**Wiring heat map**

The die is cut into 28 by 28 equal tiles; dark purple is low, yellow is high, scaled to the fullest tile. Values are wire area over tile area, all layers added.
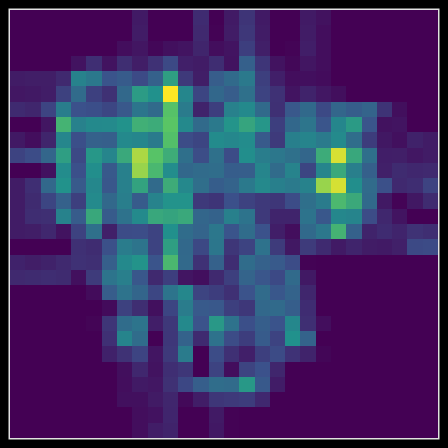
**Cell area per tile**

The bar under the picture is 50 um long. The die is cut into 14 by 14 equal tiles; dark purple is low, yellow is high, 0 to 100% covered.
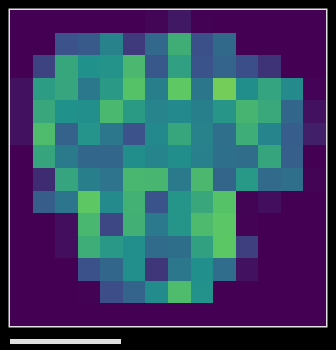
**The clock network**

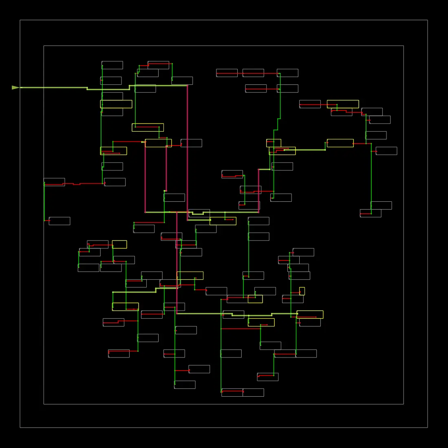
**Routed metal, one colour a layer**

Only two layers are drawn.
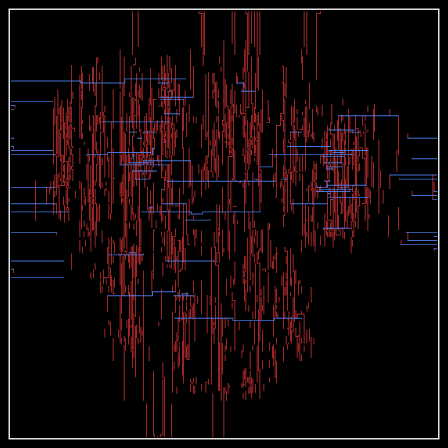
<file path="config.mk">
export PLATFORM = sky130hd
export DESIGN_NAME = order_scheduler
export DESIGN_NICKNAME = d
export VERILOG_FILES = /design/src/rtl/overcooked_pkg.sv /design/src/rtl/order_tick_gen.sv /design/src/rtl/order_scheduler.sv
export SDC_FILE = /design/constraint.sdc
export NUM_CORES = 1
export LEC_CHECK = 0
export CAP_MARGIN = 20
export CORE_MARGIN = 8
export CORE_UTILIZATION = 30
export DETAILED_ROUTE_END_ITERATION = 16
export PLACE_DENSITY = 0.51
export SLEW_MARGIN = 10
export SYNTH_ARGS = -nofsm -noshare
export SYNTH_HDL_FRONTEND = slang
export SYNTH_HIERARCHICAL = 1
export SYNTH_SLANG_ARGS = --single-unit
</file>
<file path="constraint.sdc">
create_clock -name pixel_clk_in -period 4.28 [get_ports pixel_clk_in]
set_clock_uncertainty 0.05 [all_clocks]
set_input_delay 0.428 -clock pixel_clk_in [delete_from_list [all_inputs] [get_ports pixel_clk_in]]
set_output_delay 0.428 -clock pixel_clk_in [all_outputs]
set_load 0.02 [all_outputs]
</file>
<file path="src/rtl/overcooked_pkg.sv">
// Shared types and widths for the order scheduler and its tick generator.
package overcooked_pkg;

  localparam int ORDER_TIME_W = 5;
  localparam int SCORE_W      = 10;

  typedef enum logic [1:0] {
    IDLE = 2'd0,
    RUN  = 2'd1,
    OVER = 2'd2
  } game_state_t;

  typedef struct packed {
    logic                    valid;
    logic [ORDER_TIME_W-1:0] remaining;
  } order_slot_t;

endpackage

</file>
<file path="src/rtl/order_tick_gen.sv">
// One-second prescaler: counts while enabled, pulses tick on the wrap cycle.
module order_tick_gen #(
  parameter int TICK_CYCLES = 25_000_000
) (
  input  logic clk,
  input  logic rst,
  input  logic en,
  input  logic clear,
  output logic tick
);

  localparam int CW = $clog2(TICK_CYCLES);

  logic [CW-1:0] cnt;

  assign tick = en && (cnt == CW'(TICK_CYCLES - 1));

  always_ff @(posedge clk) begin
    if (rst || clear) begin
      cnt <= '0;
    end else if (en) begin
      cnt <= tick ? '0 : cnt + CW'(1);
    end
  end

endmodule

</file>
<file path="src/rtl/order_scheduler.sv">
// Game-level order controller: head-compacted order queue, per-second countdown,
// periodic spawning, serve/expiry retirement, score and round timer.
module order_scheduler
  import overcooked_pkg::*;
#(
  parameter int NUM_ORDERS    = 4,
  parameter int TICK_CYCLES   = 25_000_000,
  parameter int ORDER_TIME    = 20,
  parameter int SPAWN_TICKS   = 8,
  parameter int GAME_SECONDS  = 120,
  parameter int SERVE_POINTS  = 10,
  parameter int EXPIRE_POINTS = 5
) (
  input  logic                           pixel_clk_in,
  input  logic                           rst_in,
  input  logic                           start_in,
  input  logic                           serve_in,
  output logic [NUM_ORDERS-1:0]          orders_out,
  output logic [ORDER_TIME_W*NUM_ORDERS-1:0] order_times_out,
  output logic [SCORE_W-1:0]             score_out,
  output logic [7:0]                     game_time_out,
  output logic                           game_over_out,
  output logic                           served_ok_out,
  output logic                           served_fail_out,
  output logic                           expired_out
);

  localparam int SW = (SPAWN_TICKS > 1) ? $clog2(SPAWN_TICKS) : 1;
  // Two guard bits so a serve on a near-max score cannot wrap before clamping.
  localparam int ACC_W = SCORE_W + 2;
  localparam logic signed [ACC_W-1:0] SCORE_MAX  = ACC_W'((1 << SCORE_W) - 1);
  localparam logic signed [ACC_W-1:0] SERVE_ADD  = ACC_W'(SERVE_POINTS);
  localparam logic signed [ACC_W-1:0] EXPIRE_SUB = ACC_W'(EXPIRE_POINTS);

  function automatic logic [SCORE_W-1:0] sat_score(input logic signed [ACC_W-1:0] v);
    if (v < 0)              return '0;
    else if (v > SCORE_MAX) return SCORE_MAX[SCORE_W-1:0];
    else                    return v[SCORE_W-1:0];
  endfunction

  game_state_t                   state, state_n;
  order_slot_t [NUM_ORDERS-1:0]  q, q_n;
  logic [SCORE_W-1:0]            score, score_n;
  logic [7:0]                    game_time, game_time_n;
  logic [SW-1:0]                 spawn_cnt, spawn_cnt_n;
  logic                          ok_n, fail_n, exp_n;
  logic                          tick, start_go, serve_pop, exp_pop, placed;
  logic signed [ACC_W-1:0]       score_acc;

  assign start_go = (state != RUN) && start_in;

  order_tick_gen #(
    .TICK_CYCLES(TICK_CYCLES)
  ) u_tick (
    .clk  (pixel_clk_in),
    .rst  (rst_in),
    .en   (state == RUN),
    .clear(start_go),
    .tick (tick)
  );

  always_comb begin
    state_n     = state;
    q_n         = q;
    score_n     = score;
    game_time_n = game_time;
    spawn_cnt_n = spawn_cnt;
    ok_n        = 1'b0;
    fail_n      = 1'b0;
    exp_n       = 1'b0;
    serve_pop   = 1'b0;
    exp_pop     = 1'b0;
    placed      = 1'b0;
    score_acc   = signed'({2'b00, score});
    case (state)
      IDLE, OVER: begin
        if (start_in) begin
          state_n      = RUN;
          score_n      = '0;
          game_time_n  = 8'(GAME_SECONDS);
          spawn_cnt_n  = '0;
          q_n          = '0;
          q_n[0].valid     = 1'b1;
          q_n[0].remaining = ORDER_TIME_W'(ORDER_TIME);
        end
      end
      RUN: begin
        serve_pop = serve_in && q[0].valid;
        fail_n    = serve_in && !q[0].valid;
        // A serve this cycle takes the head, so it pre-empts any expiry.
        exp_pop   = tick && !serve_pop && q[0].valid && (q[0].remaining == '0);
        ok_n      = serve_pop;
        exp_n     = exp_pop;
        if (serve_pop || exp_pop) begin
          for (int i = 0; i < NUM_ORDERS - 1; i++) q_n[i] = q[i+1];
          q_n[NUM_ORDERS-1] = '0;
        end
        if (serve_pop) score_acc = score_acc + SERVE_ADD;
        if (exp_pop)   score_acc = score_acc - EXPIRE_SUB;
        score_n = sat_score(score_acc);
        if (tick) begin
          for (int i = 0; i < NUM_ORDERS; i++) begin
            if (q_n[i].valid && (q_n[i].remaining != '0))
              q_n[i].remaining = q_n[i].remaining - ORDER_TIME_W'(1);
          end
          game_time_n = game_time - 8'd1;
          if (spawn_cnt == SW'(SPAWN_TICKS - 1)) begin
            spawn_cnt_n = '0;
            for (int i = 0; i < NUM_ORDERS; i++) begin
              if (!placed && !q_n[i].valid) begin
                q_n[i].valid     = 1'b1;
                q_n[i].remaining = ORDER_TIME_W'(ORDER_TIME);
                placed           = 1'b1;
              end
            end
          end else begin
            spawn_cnt_n = spawn_cnt + SW'(1);
          end
          if (game_time == 8'd1) begin
            state_n = OVER;
            q_n     = '0;
          end
        end
      end
      default: state_n = IDLE;
    endcase
  end

  always_ff @(posedge pixel_clk_in) begin
    if (rst_in) begin
      state           <= IDLE;
      q               <= '0;
      score           <= '0;
      game_time       <= '0;
      spawn_cnt       <= '0;
      served_ok_out   <= 1'b0;
      served_fail_out <= 1'b0;
      expired_out     <= 1'b0;
    end else begin
      state           <= state_n;
      q               <= q_n;
      score           <= score_n;
      game_time       <= game_time_n;
      spawn_cnt       <= spawn_cnt_n;
      served_ok_out   <= ok_n;
      served_fail_out <= fail_n;
      expired_out     <= exp_n;
    end
  end

  always_comb begin
    orders_out      = '0;
    order_times_out = '0;
    for (int i = 0; i < NUM_ORDERS; i++) begin
      orders_out[i]                                 = q[i].valid;
      order_times_out[ORDER_TIME_W*i +: ORDER_TIME_W] = q[i].remaining;
    end
  end

  assign score_out     = score;
  assign game_time_out = game_time;
  assign game_over_out = (state == OVER);

endmodule
</file>
==> impl_results.html <==
<!-- implementation run metrics -->
<table>
<tr><th>Metric</th><th>Value</th></tr>
<tr><th colspan="2">Power</th></tr>
<tr><td>Clock share of power</td><td>between 40% and 50%</td></tr>
<tr><td>Switching share of power</td><td>24.1%</td></tr>
<tr><td>Internal power</td><td>1.40 mW</td></tr>
<tr><td>Switching power total</td><td>0.444 mW</td></tr>
<tr><td>Cell Pwr Density</td><td>318 mW/mm2</td></tr>
<tr><td>Largest power group</td><td>the clock network</td></tr>
<tr><td>Comb pwr</td><td>between 0.15 and 0.2 mW</td></tr>
<tr><td>Leakage</td><td>1.93 nW</td></tr>
<tr><td>Logic gate share of total power</td><td>10.5%</td></tr>
<tr><td>Power of the sequential group</td><td>between 0.7 and 0.8 mW</td></tr>
<tr><th colspan="2">Synthesis</th></tr>
<tr><td>Most common cell in the synthesized netlist</td><td>sky130_fd_sc_hd__dfxtp_1</td></tr>
<tr><td>Number of different library cells in the post-synthesis netlist</td><td>between 70 and 80</td></tr>
<tr><td>Total of flip-flops plus latches after synthesis</td><td>75</td></tr>
<tr><td>Post-synth area hogs</td><td>sky130_fd_sc_hd__dfxtp_1 (31%), sky130_fd_sc_hd__a21oi_1 (4.6%), sky130_fd_sc_hd__nor2_1 (4.2%), sky130_fd_sc_hd__nand2_1 (4.2%), sky130_fd_sc_hd__mux2i_1 (3.6%)</td></tr>
<tr><td>Count of instantiated cells in the yosys netlist</td><td>between 500 and 600</td></tr>
<tr><td>Sequential element share of the synthesized area</td><td>a little under a third</td></tr>
<tr><td>Area of the mapped netlist</td><td>0.00478 mm2</td></tr>
<tr><td>Total nets after synthesis</td><td>609</td></tr>
<tr><td>Commonest cells in the netlist</td><td>sky130_fd_sc_hd__dfxtp_1 (75), sky130_fd_sc_hd__nor2_1 (54), sky130_fd_sc_hd__nand2_1 (53)</td></tr>
<tr><td>Share of flip-flops with an asynchronous set or reset</td><td>0%</td></tr>
<tr><td>Synthesized instance count</td><td>594</td></tr>
<tr><td>Count of library flops with an enable pin</td><td>0</td></tr>
<tr><td>Share of the synthesized area in the top cell type</td><td>between 30% and 40%</td></tr>
<tr><td>Yosys warns</td><td>6</td></tr>
<tr><th colspan="2">Final layout</th></tr>
<tr><td>Synth-to-Final Area Change</td><td>21.4%</td></tr>
<tr><td>Cell Count, Final, Fillers Out</td><td>about 850</td></tr>
<tr><td>Utilization of the core after routing</td><td>a little under two fifths</td></tr>
<tr><td>Post-layout nets</td><td>between 600 and 700</td></tr>
<tr><th colspan="2">Routing</th></tr>
<tr><td>Initial DRT Pass Iterations</td><td>5</td></tr>
<tr><td>Number of remaining DRC errors</td><td>0</td></tr>
<tr><td>Final routed wirelength across all metal layers</td><td>~14 mm</td></tr>
<tr><td>Via density per instance</td><td>5.60</td></tr>
<tr><td>Starting DRC count in detailed routing</td><td>roughly 350</td></tr>
<tr><td>Overall via count from detail_route</td><td>4768</td></tr>
<tr><th colspan="2">Floorplan</th></tr>
<tr><td>Die span in x</td><td>approximately 140 um</td></tr>
<tr><td>Floorplan core area</td><td>approximately 0.016 mm2</td></tr>
<tr><td>Initial Utilization</td><td>slightly above 30%</td></tr>
<tr><td>Die Size</td><td>0.0202 mm2</td></tr>
<tr><td>FP Rows</td><td>between 40 and 50</td></tr>
<tr><th colspan="2">Global routing</th></tr>
<tr><td>Top Usage Layer GRT</td><td>met2</td></tr>
<tr><td>First-pass GRT wire length</td><td>about 23 mm</td></tr>
<tr><td>Combined global-route utilization of all metal layers</td><td>13.9%</td></tr>
<tr><td>Met1 layer usage reported by global route</td><td>between 15 and 20%</td></tr>
<tr><td>GRT overflow</td><td>0</td></tr>
<tr><td>Routing usage on met3</td><td>3.96%</td></tr>
<tr><td>Met2 Track Usage GR</td><td>22.8%</td></tr>
<tr><td>Pin count of the biggest net entering global routing</td><td>32</td></tr>
<tr><th colspan="2">STA</th></tr>
<tr><td>Setup Viol. Count Final</td><td>0</td></tr>
<tr><td>Final total negative setup slack</td><td>0 ps</td></tr>
<tr><td>RSZ-0062 raised after global routing</td><td>no</td></tr>
<tr><td>Period utilisation layout</td><td>about nine tenths</td></tr>
<tr><td>Remaining max-slew budget at the tightest pin</td><td>36.5%</td></tr>
<tr><td>Final slew viol count</td><td>0</td></tr>
<tr><td>Worst-Margin Slew</td><td>948 ps</td></tr>
<tr><td>Peak Freq</td><td>262 MHz</td></tr>
<tr><td>Fin. Hold Viols</td><td>0</td></tr>
<tr><td>Post-layout worst setup margin</td><td>between 400 and 500 ps</td></tr>
<tr><th colspan="2">CTS</th></tr>
<tr><td>Max H-tree Level</td><td>3</td></tr>
<tr><td>TritonCTS clock tree</td><td>built</td></tr>
<tr><td>Number of buffers inserted to repair setup after CTS</td><td>0</td></tr>
<tr><td>Post-cts gate resize count</td><td>0</td></tr>
<tr><td>Library cell used as clock root buffer</td><td>sky130_fd_sc_hd__clkbuf_16</td></tr>
<tr><th colspan="2">Placed design</th></tr>
<tr><td>Global placer's final weighted congestion</td><td>0.896</td></tr>
<tr><td>Placed Cells</td><td>approximately 840</td></tr>
<tr><td>Port Buf Inserts</td><td>about 50</td></tr>
<tr><td>Detailed placement HPWL</td><td>slightly above 10 mm</td></tr>
<tr><td>Worst setup timing slack at the placement stage</td><td>around 500 ps</td></tr>
<tr><th colspan="2">Hold path</th></tr>
<tr><td>Type of the most critical hold path</td><td>reg -&gt; reg</td></tr>
<tr><th colspan="2">Setup path</th></tr>
<tr><td>Critical path launch point type</td><td>register</td></tr>
<tr><td>Crit Path Max Fanout</td><td>5</td></tr>
<tr><td>Required time reported for the critical path endpoint</td><td>~4500 ps</td></tr>
<tr><td>Crit path kind</td><td>reg -&gt; reg</td></tr>
<tr><td>Arrival time of the worst setup path</td><td>about 4000 ps</td></tr>
<tr><td>Worst setup EP type</td><td>register</td></tr>
<tr><th colspan="2">Run</th></tr>
<tr><td>Number of max-capacitance violations reported</td><td>0</td></tr>
<tr><td>Number of warning messages in the logs</td><td>27</td></tr>
<tr><th colspan="2">Run status</th></tr>
<tr><td>Status</td><td>complete, no violations</td></tr>
</table>
Back to the opening pictures, 'wiring heat map':
densest ninth of the die: centre
tiles over half the peak: 5.9%
mean over tiles: 0.11

Back to the opening pictures, 'cell area per tile':
tiles over 75% full: 0.50%
fullest tile: 79%
densest ninth of the die: centre
emptiest ninth of the die: lower right
mean over tiles: 27%

Back to the opening pictures, 'the clock network':
Skew-Pair Late Insertion Delay: 340 ps
number of flip-flops and latches: 75
total CTS buffers: 9
clock group total power: 0.918 mW

Back to the opening pictures, 'routed metal, one colour a layer':
[met2] red | wire length: 6770 um
[met3] blue | wire length: 831 um

## final timing paths
kind         cells past startpoint            from  slack [ps]                  to
max reg2reg                     14   u_tick/cnt[0]         470  order_times_out[7]
min                              2  u_tick/cnt[24]         420      u_tick/cnt[24]
min reg2reg                      2  u_tick/cnt[24]         420      u_tick/cnt[24]
max                             14   u_tick/cnt[0]         470  order_times_out[7]
## kinds of logic after synthesis
| group | synth area share [%] |
|---|---|
| simple gates | 25.3 |
| compound gates | 25.7 |
| flops | 31.4 |
| buf+inv | 5.18 |
| xor+xnor | 5.31 |
| mux | 4.03 |
| fa+ha+maj | 3.09 |
## cell usage in the layout, fill, tap and decap left out, drive strengths merged, types with 3 or more instances in the layout
cell | synthesis | routed
bufinv | 0 | 3
a211oi | 4 | 4
nor3b | 4 | 4
nand2 | 53 | 53
clkbuf | 20 | 12
mux2i | 17 | 17
ha | 11 | 11
a31oi | 11 | 11
nand4 | 14 | 14
nor4 | 9 | 9
a21oi | 45 | 45
a22oi | 10 | 10
o21ai | 34 | 34
nor3 | 19 | 19
xor2 | 10 | 10
a22o | 10 | 10
nand3 | 19 | 19
nor2b | 7 | 7
buf | 13 | 9
and3 | 7 | 7
nand2b | 5 | 5
o211ai | 10 | 10
or2 | 3 | 3
o31ai | 7 | 7
o311ai | 3 | 3
o21a | 5 | 5
clkdlybuf4s50 | 0 | 49
inv | 19 | 19
or3 | 10 | 10
and4 | 5 | 5
and2 | 6 | 6
dfxtp | 75 | 75
a311oi | 3 | 3
o2bb2ai | 3 | 3
or4 | 10 | 10
nor2 | 54 | 54
o41ai | 4 | 4
xnor2 | 19 | 19
## worst max-delay path, stage by stage, from the launching register on
cell and delay [ps]:
sky130_fd_sc_hd__dfxtp_1 390, sky130_fd_sc_hd__ha_1 200, sky130_fd_sc_hd__nand3_1 140, sky130_fd_sc_hd__or4_4 580, sky130_fd_sc_hd__nor2_1 150, sky130_fd_sc_hd__and4bb_1 320, sky130_fd_sc_hd__a21oi_2 150, sky130_fd_sc_hd__mux2i_1 290
sky130_fd_sc_hd__ha_1 250, sky130_fd_sc_hd__inv_1 80, sky130_fd_sc_hd__o41ai_1 390, sky130_fd_sc_hd__mux2i_1 200, sky130_fd_sc_hd__a21boi_0 210, sky130_fd_sc_hd__o211ai_1 110, sky130_fd_sc_hd__a22o_1 180
## stage by stage
step / power [mW] / instance area [um2] / hold WS [ps]
4_1_cts: 1.86 / 5800 / 427
2_1_floorplan: 0.874 / 4780 / 396
5_1_grt: 1.91 / 5800 / 455
3_5_place_dp: 0.940 / 5440 / 418
3_3_place_gp: 0.939 / 5440 / 406
6_report: 1.84 / 5800 / 424
## registers in the layout (all words and copies together), names as in the netlist
name and cells:
game_time_out 8, u_tick/cnt 25, order_times_out 20, served_ok_out 1, served_fail_out 1, state 2, orders_out 4, score_out 10
spawn_cnt 3, expired_out 1
## per-layer routing
metal,up-vias,routed length [um]
met1,2313,6370
li1,2291,-
met5,-,0
met4,0,258
met2,139,6770
met3,25,830
## cell type report
class	count	area, um2
flip-flops and latches	75	1500
inverters	20	75.1
well taps	216	270
multi-input cells	466	3040
clock inverters	4	95.1
clock buffers	12	267
fillers	1610	9910
repair buffers	58	558
Power and IR drop assume default switching activity.
